final_clocks.png
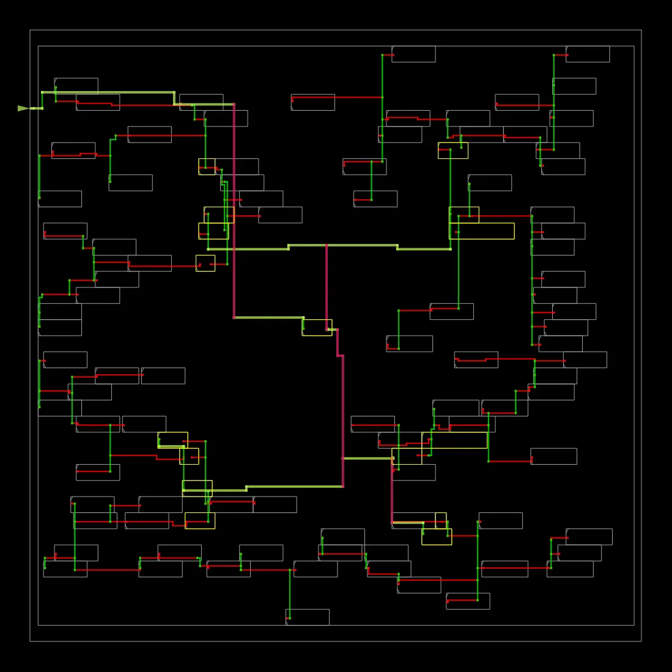
metal_stack.png
Bar = 20 um. Two of the layers only.
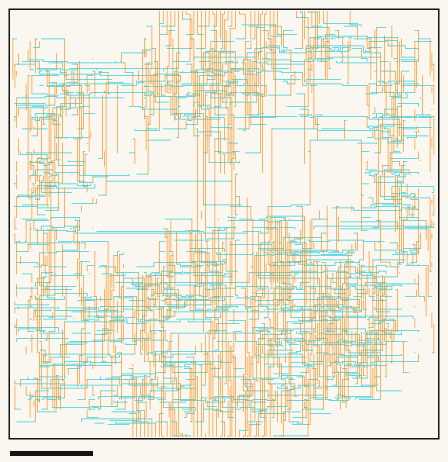
pdn.png
Bar = 20 um. Pins as bars on the die edge.
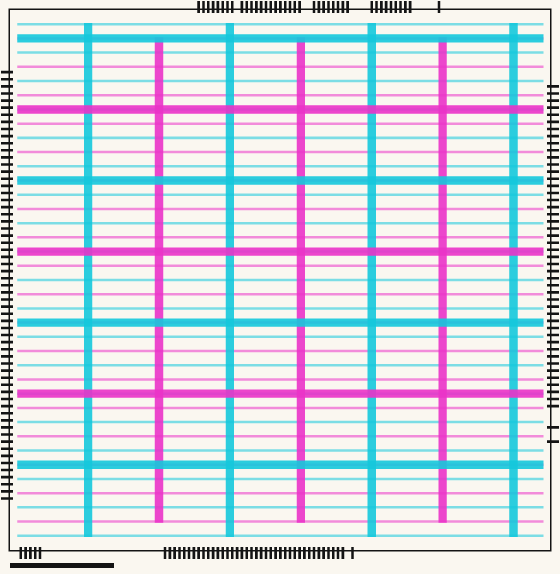
met3.png
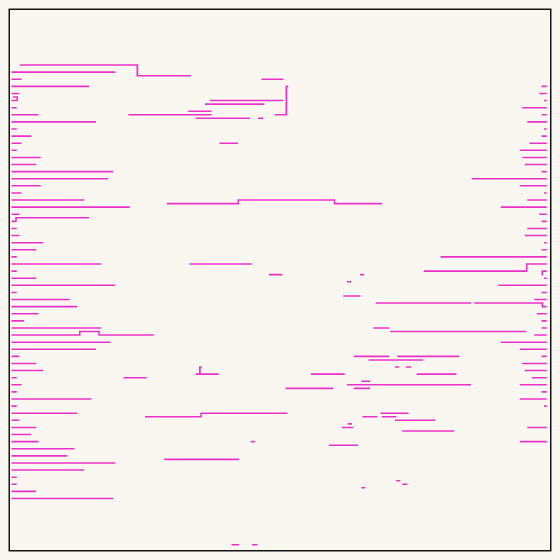
`config.mk`:
```
export PLATFORM = sky130hd
export DESIGN_NAME = alu_issue_stage_flat
export DESIGN_NICKNAME = d
export VERILOG_FILES = /design/src/rtl/alu_issue_stage_pkg.sv /design/src/rtl/alu_issue_stage_if.sv /design/src/rtl/alu_issue_stage_ctrl.sv /design/src/rtl/alu_issue_stage.sv /design/src/flat_wrapper.sv
export SDC_FILE = /design/constraint.sdc
export NUM_CORES = 1
export LEC_CHECK = 0
export ABC_CLOCK_PERIOD_IN_PS = 2100
export CAP_MARGIN = 10
export CORE_MARGIN = 1
export CORE_UTILIZATION = 38
export CTS_BUF_LIST = sky130_fd_sc_hd__clkbuf_8
export DETAILED_ROUTE_END_ITERATION = 7
export PLACE_DENSITY = 0.89
export SLEW_MARGIN = 20
export SYNTH_ARGS = -nofsm -noshare
export SYNTH_HDL_FRONTEND = slang
export SYNTH_SLANG_ARGS = --single-unit
```
`constraint.sdc`:
```
create_clock -name clk -period 2.1 [get_ports clk]
set_input_delay 0.42 -clock clk [delete_from_list [all_inputs] [get_ports clk]]
set_output_delay 0.42 -clock clk [all_outputs]
set_load 0.05 [all_outputs]
```
`src/rtl/alu_issue_stage_pkg.sv`:
```
// Shared ALU issue definitions: ALU control codes, MIPS opcode/funct values
// and the decoder result record.
package alu_defs;

    localparam logic [2:0] ALU_AND = 3'd0;
    localparam logic [2:0] ALU_OR  = 3'd1;
    localparam logic [2:0] ALU_ADD = 3'd2;
    localparam logic [2:0] ALU_SUB = 3'd6;
    localparam logic [2:0] ALU_SLT = 3'd7;

    localparam logic [5:0] OP_RTYPE = 6'h00;
    localparam logic [5:0] OP_LW    = 6'h23;
    localparam logic [5:0] OP_SW    = 6'h2B;
    localparam logic [5:0] OP_BEQ   = 6'h04;
    localparam logic [5:0] OP_ADDI  = 6'h08;
    localparam logic [5:0] OP_SLTI  = 6'h0A;
    localparam logic [5:0] OP_ANDI  = 6'h0C;
    localparam logic [5:0] OP_ORI   = 6'h0D;

    localparam logic [5:0] F_ADD  = 6'h20;
    localparam logic [5:0] F_ADDU = 6'h21;
    localparam logic [5:0] F_SUB  = 6'h22;
    localparam logic [5:0] F_SUBU = 6'h23;
    localparam logic [5:0] F_AND  = 6'h24;
    localparam logic [5:0] F_OR   = 6'h25;
    localparam logic [5:0] F_SLT  = 6'h2A;

    // Which instruction field names the writeback register.
    typedef enum logic [1:0] {
        DEST_ZERO = 2'd0,
        DEST_RD   = 2'd1,
        DEST_RT   = 2'd2
    } dest_sel_e;

    typedef struct packed {
        logic [2:0] alu_control;
        logic       imm_sel;    // operand B is the immediate, not rt_data
        logic       zero_ext;   // immediate is zero-extended (logical ops)
        dest_sel_e  dest_sel;
        logic       illegal;
    } dec_t;

endpackage

```
`src/rtl/alu_issue_stage_if.sv`:
```
// ALU-side bus of the issue stage: operands, control and valid/ready.
// master = issue stage (drives operands), slave = EX/MEM consumer.
interface alu_issue_if #(parameter int DATA_W = 32);
    logic              out_valid;
    logic              out_ready;
    logic [DATA_W-1:0] Read_data_1;
    logic [DATA_W-1:0] Data_2;
    logic [2:0]        ALU_control;
    logic [4:0]        dest_reg;
    logic              illegal;

    modport master (output out_valid, Read_data_1, Data_2, ALU_control, dest_reg, illegal,
                    input  out_ready);
    modport slave  (input  out_valid, Read_data_1, Data_2, ALU_control, dest_reg, illegal,
                    output out_ready);
endinterface

```
`src/rtl/alu_issue_stage_ctrl.sv`:
```
// Combinational MIPS decoder: opcode/funct -> ALU control, operand B
// selection, writeback register selection and an unsupported flag.
module alu_ctrl_decode
    import alu_defs::*;
(
    input  logic [5:0] opcode,
    input  logic [5:0] funct,
    output dec_t       dec
);

    // Unknown encodings fall through to the default: ADD, no dest, illegal.
    always_comb begin
        dec = '{alu_control: ALU_ADD, imm_sel: 1'b0, zero_ext: 1'b0,
                dest_sel: DEST_ZERO, illegal: 1'b1};
        unique case (opcode)
            OP_RTYPE: begin
                dec.dest_sel = DEST_RD;
                dec.illegal  = 1'b0;
                case (funct)
                    F_ADD, F_ADDU: dec.alu_control = ALU_ADD;
                    F_SUB, F_SUBU: dec.alu_control = ALU_SUB;
                    F_AND:         dec.alu_control = ALU_AND;
                    F_OR:          dec.alu_control = ALU_OR;
                    F_SLT:         dec.alu_control = ALU_SLT;
                    default: begin
                        dec.dest_sel = DEST_ZERO;
                        dec.illegal  = 1'b1;
                    end
                endcase
            end
            OP_LW, OP_ADDI: begin
                dec = '{ALU_ADD, 1'b1, 1'b0, DEST_RT, 1'b0};
            end
            OP_SW: begin
                dec = '{ALU_ADD, 1'b1, 1'b0, DEST_ZERO, 1'b0};
            end
            OP_SLTI: begin
                dec = '{ALU_SLT, 1'b1, 1'b0, DEST_RT, 1'b0};
            end
            OP_ANDI: begin
                dec = '{ALU_AND, 1'b1, 1'b1, DEST_RT, 1'b0};
            end
            OP_ORI: begin
                dec = '{ALU_OR, 1'b1, 1'b1, DEST_RT, 1'b0};
            end
            OP_BEQ: begin
                dec = '{ALU_SUB, 1'b0, 1'b0, DEST_ZERO, 1'b0};
            end
            default: ;
        endcase
    end

endmodule

```
`src/rtl/alu_issue_stage.sv`:
```
// ID/EX issue stage: decodes the instruction, registers ALU operands and
// control in a single valid/ready slot with flush, and counts issued ops.
module alu_issue_stage
    import alu_defs::*;
#(
    parameter int DATA_W = 32,
    parameter int CNT_W  = 16
) (
    input  logic              clk,
    input  logic              reset,
    input  logic              in_valid,
    output logic              in_ready,
    input  logic [31:0]       instr,
    input  logic [DATA_W-1:0] rs_data,
    input  logic [DATA_W-1:0] rt_data,
    input  logic              flush,
    alu_issue_if.master       alu,
    output logic [CNT_W-1:0]  issue_count
);

    dec_t              dec;
    logic              accept;
    logic [DATA_W-1:0] imm_ext;
    logic              valid_q, illegal_q;
    logic [DATA_W-1:0] rd1_q, d2_q;
    logic [2:0]        ctrl_q;
    logic [4:0]        dest_q;
    logic [CNT_W-1:0]  cnt_q;
    logic              unused_instr;

    // rs field and shamt are not needed: operand A arrives as rs_data.
    assign unused_instr = &{1'b0, instr[25:21], instr[10:6]};

    alu_ctrl_decode u_dec (
        .opcode (instr[31:26]),
        .funct  (instr[5:0]),
        .dec    (dec)
    );

    assign imm_ext  = dec.zero_ext ? {{(DATA_W-16){1'b0}}, instr[15:0]}
                                   : {{(DATA_W-16){instr[15]}}, instr[15:0]};
    // Held low during reset so the ID stage never hands over an op that
    // would be discarded.
    assign in_ready = !reset && (!valid_q || alu.out_ready);
    assign accept   = in_valid && in_ready && !flush;

    // Pipeline slot: reset > flush > accept (incl. drain+accept) > drain.
    always_ff @(posedge clk) begin
        if (reset) begin
            valid_q   <= 1'b0;
            illegal_q <= 1'b0;
            rd1_q     <= '0;
            d2_q      <= '0;
            ctrl_q    <= ALU_ADD;
            dest_q    <= '0;
            cnt_q     <= '0;
        end else if (flush) begin
            valid_q   <= 1'b0;
            illegal_q <= 1'b0;
        end else if (accept) begin
            valid_q   <= 1'b1;
            illegal_q <= dec.illegal;
            ctrl_q    <= dec.alu_control;
            if (dec.illegal) begin
                // Bubble: carries no operands so EX computes a harmless 0+0.
                rd1_q  <= '0;
                d2_q   <= '0;
                dest_q <= '0;
            end else begin
                rd1_q  <= rs_data;
                d2_q   <= dec.imm_sel ? imm_ext : rt_data;
                unique case (dec.dest_sel)
                    DEST_RD: dest_q <= instr[15:11];
                    DEST_RT: dest_q <= instr[20:16];
                    default: dest_q <= '0;
                endcase
                if (cnt_q != '1)
                    cnt_q <= cnt_q + 1'b1;
            end
        end else if (alu.out_ready) begin
            valid_q <= 1'b0;
        end
    end

    assign alu.out_valid   = valid_q;
    assign alu.illegal     = illegal_q;
    assign alu.Read_data_1 = rd1_q;
    assign alu.Data_2      = d2_q;
    assign alu.ALU_control = ctrl_q;
    assign alu.dest_reg    = dest_q;
    assign issue_count     = cnt_q;

endmodule

```
`src/flat_wrapper.sv`:
```
// flat-port wrapper written by rule: the top's interface ports become plain ports
module alu_issue_stage_flat import alu_defs::*;
#(
    parameter int DATA_W = 32,
    parameter int CNT_W  = 16
)
  (clk, reset, in_valid, in_ready, instr, rs_data, rt_data, flush, issue_count, alu_out_valid, alu_Read_data_1, alu_Data_2, alu_ALU_control, alu_dest_reg, alu_illegal, alu_out_ready);
  alu_issue_if #(.DATA_W(DATA_W)) alu_i ();
  input  logic clk;
  input  logic reset;
  input  logic in_valid;
  output logic in_ready;
  input  logic [31:0] instr;
  input  logic [DATA_W-1:0] rs_data;
  input  logic [DATA_W-1:0] rt_data;
  input  logic flush;
  output logic [CNT_W-1:0] issue_count;
  output wire logic [$bits(alu_i.out_valid)-1:0] alu_out_valid;
  output wire logic [$bits(alu_i.Read_data_1)-1:0] alu_Read_data_1;
  output wire logic [$bits(alu_i.Data_2)-1:0] alu_Data_2;
  output wire logic [$bits(alu_i.ALU_control)-1:0] alu_ALU_control;
  output wire logic [$bits(alu_i.dest_reg)-1:0] alu_dest_reg;
  output wire logic [$bits(alu_i.illegal)-1:0] alu_illegal;
  input wire logic [$bits(alu_i.out_ready)-1:0] alu_out_ready;
  assign alu_out_valid = alu_i.out_valid;
  assign alu_Read_data_1 = alu_i.Read_data_1;
  assign alu_Data_2 = alu_i.Data_2;
  assign alu_ALU_control = alu_i.ALU_control;
  assign alu_dest_reg = alu_i.dest_reg;
  assign alu_illegal = alu_i.illegal;
  assign alu_i.out_ready = alu_out_ready;
  alu_issue_stage #(.DATA_W(DATA_W), .CNT_W(CNT_W)) u_core (.clk(clk), .reset(reset), .in_valid(in_valid), .in_ready(in_ready), .instr(instr), .rs_data(rs_data), .rt_data(rt_data), .flush(flush), .alu(alu_i), .issue_count(issue_count));
endmodule
```
==> flow_summary.ini <==
; flow metrics
[status]
status = complete, no violations

[synthesis]
syn_area_sq_um = 3900
most_common_cell = dfxtp_1
synth_cell_type_count = 48
ys_seq_share_pct = 46.2
yosysChipArea_sq_um = 3900
ys_seq_elements = 90
synth_cells = 443
async_reset_ff_share_pct = 0
yosysWarnings = 0
synth_nets = 547
common_cells = dfxtp_1, nor2_1, a22oi_1
yosysCellCount = 443
synth-main-ff-cell = dfxtp_1
topCellsByArea = dfxtp_1, a22oi_1, nor2_1
postSynthAreaPerCell_sq_um = 8.81
yosysTopAreaCell = dfxtp_1
edf_count = 0
top_area_share_pct = 46.2

[power]
ir_drop_uv = 368
power_leakage_uw = 0.00237
pwr_density_cell_nw_per_um2 = 539

[worst_hold_path]
hp-start = u_core.alu.Data_2[24]
hold_class = flop to flop
hold_path_depth = 2
hold_end = u_core.alu.Data_2[24]

[clock_tree]
cts-hold-fix-buffers = 0
clkTransAtPathRegs_ns = 0.09
cts_sinks = 90
cts_buffers = 9
cts_root_buf = clkbuf_8
clkLatencyLatePin_ns = 0.35
cts_buffer_depth = 2
h-tree-depth = 3
tritoncts = yes

[die]
die_h_um = 103
rows = 36
io_pins = 192
initCoreUtil_pct = 39.6
fp.coreArea_sq_um = 9860
dieArea_sq_um = 10700
die_w_um = 103

[final_timing]
fin_crit_sh_pct = 99.5
slew_headroom_pct = 45.5
slew_violations = 0
fin_crit_ns = 2.09
hold_viol = 0
fmax_mhz = 478
worst_slew_pin_slew_ns = 0.817
worst_clock_skew_ns = 0.00790
finalSetupViolations = 0
hold_ws_ns = 0.464
fin_tns_setup_ns = 0

[global_route]
antenna_found_initial = 0
grtUsageTotal_pct = 22.8
first_global_vias = 4080
grt_max_degree = 79
grt-ovfl-total = 0
grt_pass1_wl_um = 18900

[placement]
port_buffers = 186
dp_hpwl_um = 8640
placedCellCount = 764
place_congestion = 0.791

[flow_run]
warnings = 32
maxCapViolCount = 0

[critical_path]
cp.required_ns = 2.38
startpoint_type = input port
startpoint = instr[26]
path_cells = dlygate4sd2_1 > buf_6 > nor4_4 > o2111a_2 > a22oi_2 > or4_1 > a21oi_1
slowest_delay_ns = 0.51
rr_worst_depth = 7
r2r-start = u_core.issue_count[0]
crit_arrival_ns = 2.37
critPathCaptureType = flop
crit_type = input port to flop
slowest_stage = or4_1
cp_max_fo = 7
reg2reg_slack_ns = 0.11
r2r-end = u_core.issue_count[5]

[drt]
vias = 4249
route.detailed.drc = 0
routedWlPerCell_um = 16.2
drtIter0Drc = 131
vias_per_cell = 5.38
finalWirelength_um = 12800
ant_nets = 0
firstDrtPassIters = 5

[finish]
fin_nets = 756
diodes = 0
areaGrowthSynthToFinish_pct = 68.2
finalNonFillerCells = 790
drive_gt1_share_pct = 18.4
## Picture notes: final_clocks.png
Clock buffer cells: 10
Clock Power: 1320 uW

## Picture notes: metal_stack.png
- cyan: met1 (wire length 5000 um)
- orange: met2 (wire length 6510 um)

## Picture notes: pdn.png
- cyan: VSS
- magenta: VDD
- met5 straps: 7
- met1 rails: 37

## Picture notes: met3.png
- main direction: horizontal
- share of all routed wire: 8.1%
- wire length on this layer: 1040 um
- nets with wire on the layer: 137

## cell families (layout without fill, tap and decap cells)
kind of cell | count (synthesis) | after routing | synth area share (%)
compound gates | 119 | 121 | 21.2
flops | 90 | 90 | 46.2
simple gates | 174 | 174 | 21.6
mux | 20 | 20 | 5.77
buf+inv | 37 | 249 | 4.26
fa+ha+maj | 3 | 3 | 0.962
## report_power, final
| group | total (uW) | switching (uW) | internal (uW) |
|---|---|---|---|
| sequential | 1720 | 7.65 | 1720 |
| clock | 1320 | 616 | 705 |
| combinational | 494 | 224 | 270 |
## cell type report
type | count | area (sq um)
inverters | 5 | 18.8
clock buffers | 10 | 138
fillers | 748 | 3300
flip-flops and latches | 90 | 1810
well taps | 133 | 166
clock inverters | 6 | 90.1
repair buffers | 228 | 2220
multi-input cells | 318 | 2120
## per-stage QoR
step / util (%) / instance area, sq um / total power [uW] / setup WS (ns)
after CTS: 65.4 / 6450 / 3560 / 0.00354
after global routing: 66.6 / 6570 / 3680 / -0.00736
after detailed placement: 61.8 / 6100 / 2240 / -0.613
after floorplan: - / 3920 / 1950 / 0.00616
after global placement: 61.8 / 6100 / 2230 / -0.578
final: 66.6 / 6570 / 3540 / 0.0100
## worst max path at each step
stage          cells past startpoint                endpoint
6_report                           7  u_core.issue_count[10]
2_1_floorplan                      9   u_core.alu.Data_2[10]
5_1_grt                            1         issue_count[10]
4_1_cts                            7   u_core.alu.Data_2[14]
3_3_place_gp                       7   u_core.issue_count[5]
3_5_place_dp                       7   u_core.issue_count[5]
## timing repair
| item | 4_1_cts | 5_1_grt |
|---|---|---|
| gates cloned | 2 | 0 |
| setup endpoints to repair | 76 | 73 |
| pin swaps | 7 | 11 |
| buffers inserted | 4 | 4 |
| resized | 22 | 24 |
## placed cells by master (no fill, tap or decap), types with 3 or more instances in the layout
cell type	count
clkdlybuf4s50_1	173
nor2_1	85
dfxtp_1	81
a22oi_1	57
buf_4	35
nand2_1	26
o21ai_0	21
mux2_2	17
a21oi_1	15
clkbuf_8	10
nor2b_1	9
dfxtp_2	9
or4_1	7
o31ai_1	6
nand2b_1	5
nand4_1	5
a22oi_2	5
dlygate4sd2_1	5
buf_6	5
inv_1	4
nand3_1	4
nor3_1	4
dlymetal6s2s_1	4
nor2_2	3
mux2_1	3
buf_12	3
## worst max-delay path: cells and delay by family
family                 cells  cell delay, ns
and+or+nand+nor            2            0.74
AOI/OAI and AO/OA          3            0.77
buffers and inverters      2            0.43
## metal layers
layer,vias up,GRT usage (%),part of all wire (%)
li1,2035,-,-
met1,2000,24.8,39
met2,185,41.4,51
met3,29,7.26,8.1
met4,0,8.56,2.1
met5,-,0,0
Power is estimated from default activity; no workload was simulated.
